class_map.png
Bar = 20 um. Fill, decap, tap and diode cells in gray.
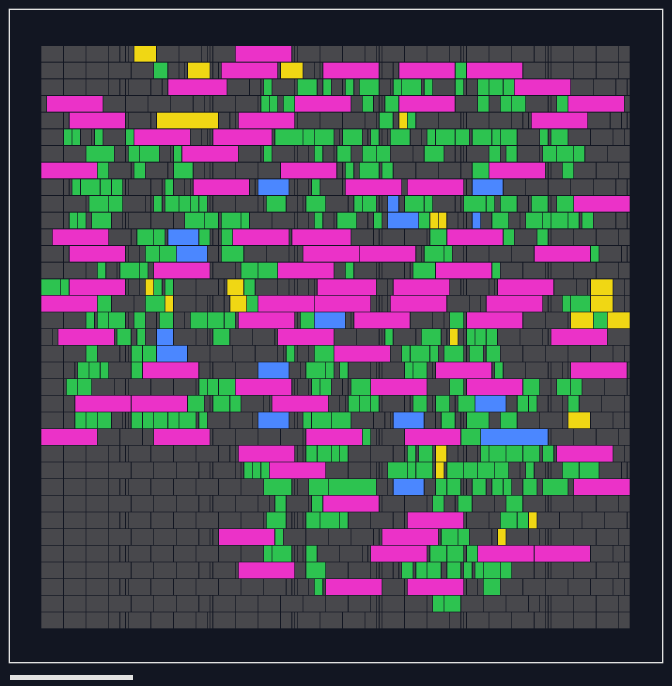
placed.png
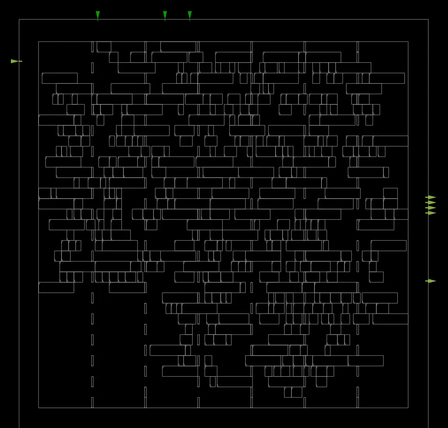
clock_wires.png
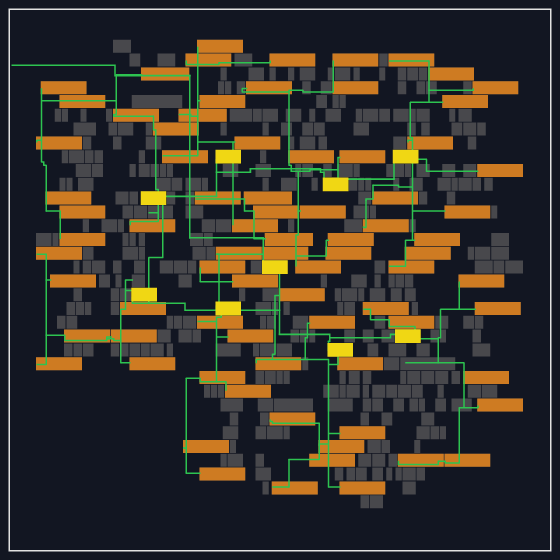
floorplan.png
Pins as bars on the die edge. Tap cells in gray.
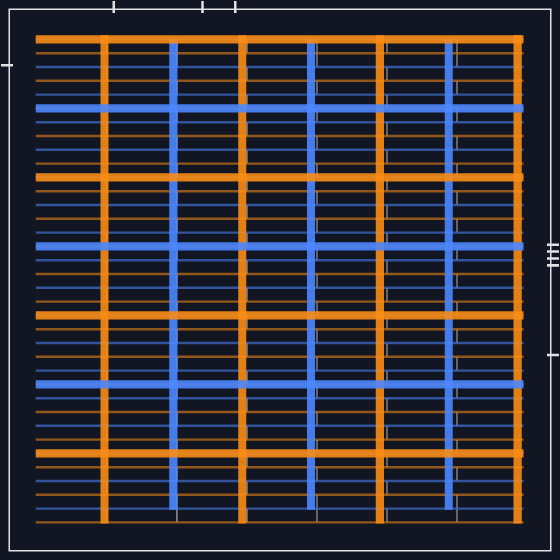
==> config.mk <==
export PLATFORM = sky130hd
export DESIGN_NAME = timer_input_conditioner
export DESIGN_NICKNAME = d
export VERILOG_FILES = /design/src/rtl/timer_input_conditioner.sv
export SDC_FILE = /design/constraint.sdc
export NUM_CORES = 1
export LEC_CHECK = 0
export ABC_CLOCK_PERIOD_IN_PS = 2600
export CORE_MARGIN = 5
export CORE_UTILIZATION = 40
export CTS_CLUSTER_SIZE = 10
export DETAILED_ROUTE_END_ITERATION = 16
export GPL_ROUTABILITY_DRIVEN = 0
export GPL_TIMING_DRIVEN = 0
export PLACE_DENSITY = 0.55
export SLEW_MARGIN = 0
export SYNTH_ARGS = -nofsm -noshare
export SYNTH_HDL_FRONTEND = slang
export SYNTH_SLANG_ARGS = --single-unit
==> constraint.sdc <==
create_clock -name clk -period 2.6 [get_ports clk]
set_clock_uncertainty 0.05 [all_clocks]
set_input_delay 0.26 -clock clk [delete_from_list [all_inputs] [get_ports clk]]
set_output_delay 0.26 -clock clk [all_outputs]
set_load 0.02 [all_outputs]
==> run summary <==
impl run done, here's what came out: Yosys chip area=0.00372 mm^2, final instance area=0.00418 mm^2, I/O pins=9, first-pass GRT wire length=12,500 um, Power, Total=2.24 mW, grt total ovfl=0, Worst setup EP type=register, root buffer cell=clkbuf_8, dominant cell type by area after synthesis=dfrtp_1, Final HPWL DP=4730 um, net count after synthesis=383, area delta synth->final=12.4%, overall routing resource usage=13.5%, commonest cells in the synthesized netlist=74 x dfrtp_1, 45 x nor2_1, 26 x a21oi_1, fin crit period=2.29 ns, DP Area=0.00397 mm^2, max reg flops=40, CTS tree=built, Routed WL per cell=13.9 um, maximum number of pins on one net before global-route repair=64, cts bufs inserted=9, Seq share, synth=52.6%, post-synth top area share=49.8%, Syn Area/Cell=9.89 um^2, Worst R2R Path Depth=5, Clock Sink Count=78, DR DRC count=0, RSZ-0062 raised after global routing=no, CTS resizes=0, drt total wl=7140 um, worst slack, placed=0.309 ns, die area=0.0113 mm^2, Fin Setup TNS=0 ns, combinational power share=2.8%, Crit path depth=5, H-Tree Depth=3, most frequent cell after synthesis=dfrtp_1, ys flops=78, cycle use final=87.9%, fin nets=403, Final Hold Violation Tally=0, final tally of max-slew violations=0, via-per-instance ratio=5.39, Yosys warnings=0, CP Launch Type=register, Worst Max-Slew Pin Slew=0.528 ns, LEAKAGE=1.63 nW, Buf/Inv on CP=1, layout cells sized above 1=7.98%, Bufs on Longest Clock Path=2, CP Class=register to register, sw frac=21.2%, CP arrival=2.44 ns, CP Cell Sequence=or4_1 -> nor4_1 -> a31o_2 -> buf_1 -> nor2_1, Inst Count DP=496, slowest CP cell=or4_1, internal power=1.77 mW, die x size=106 um, status=complete, no violations, n_diodes=0, R2R Setup Slk=0.31 ns, number of port buffers=8, distinct lib cells=36, asr flop ratio synth=100%, drt first-iter violations=102, Critical Path RT=2.75 ns, P per Cell Area=536 mW/mm^2, drt pass-1 iters=4, via count=2,759, clk latency late pin=0.34 ns, Mapped Area=0.00372 mm^2, Hold Slack=0.145 ns, post-route ant nets=0, max_cap viols=0
About class_map.png:
remaining buffers and delay cells: marked yellow, cells 21, share of their area 4.0%. remaining logic cells: marked green, cells 286, share of their area 42%. registers: marked magenta, cells 78, share of their area 48%. clock drivers and dummy loads: marked blue, cells 16, share of their area 5.2%.
Core Rows: 35
sequential share of cell area: 46.8%
Core Util, Final: 45.7%

About placed.png:
Fillers: 841
Well Taps: 111
Core Area: 0.00915 mm^2
Finished Layout Cells: 512

About clock_wires.png:
flip-flops: marked orange, count 78. clock wires: marked green, length 1,010 um. clock-net drivers: marked yellow, count 9.
Position of the flops: widely spread.
P_clk: 0.945 mW
clock power share: 42.1%

About floorplan.png:
VSS: marked orange. VDD: marked blue.
7 straps on met5. 9 signal pins sit on the boundary. 7 straps on met4.
worst vdd ir: 313 uV
Die Y: 106 um

-- worst reg2reg max path: cells and delay by family, from the launching register on --
family                 cells  cell delay (ns)
DFF                        1             0.45
and+or+nand+nor            3             0.89
AOI/OAI and AO/OA          1             0.31
buffers and inverters      1             0.45
-- power groups by stage --
stage | clock network [mW] | logic (mW) | registers (mW)
floorplan | 0 | 0.0409 | 1.26
global route | 1.05 | 0.0734 | 1.24
detailed placement | 0 | 0.0663 | 1.26
finish | 0.945 | 0.0627 | 1.23
CTS | 0.990 | 0.0664 | 1.23
global placement | 0 | 0.0598 | 1.26
-- routing by layer --
| metal | GRT usage (%) | wire length (um) |
|---|---|---|
| met5 | 0 | 0 |
| met3 | 4.49 | 220 |
| met4 | 3.29 | 31 |
| met1 | 17.9 | 3590 |
| met2 | 21.3 | 3300 |
-- cell type report --
type                            count  share of cell area [%]
Sequential cell                    78                    46.8
Multi-Input combinational cell    270                    39.4
Timing Repair Buffer                9                    2.57
Clock inverter                      3                    1.02
Tap cell                          111                    3.32
Inverter                           16                    1.50
Buffer                             12                    1.29
Clock buffer                       13                    4.04
-- layout by cell type (no fill, tap or decap), types with 3 or more instances in the layout --
cell type and n:
or3_1 14, nand3_1 23, nor3_1 6, nor2_1 45, a21oi_1 26, and3_1 4
inv_1 15, dfstp_2 4, dfrtp_1 74, nand2_1 21, nand2b_1 3, and4_1 4
o31ai_1 17, clkbuf_8 12, ha_1 3, clkdlybuf4s50_1 8, clkbuf_1 9, o21ai_0 13
nor4_1 7, nand4_1 10, xor2_1 16, xnor2_1 20, or4_1 23
-- kinds of logic after synthesis --
kind of cell | synth area share, %
buf+inv | 3.06
mux | 0.269
fa+ha+maj | 1.01
compound gates | 9.28
flops | 52.6
simple gates | 25.3
xor+xnor | 8.48
Power and IR drop assume default switching activity.
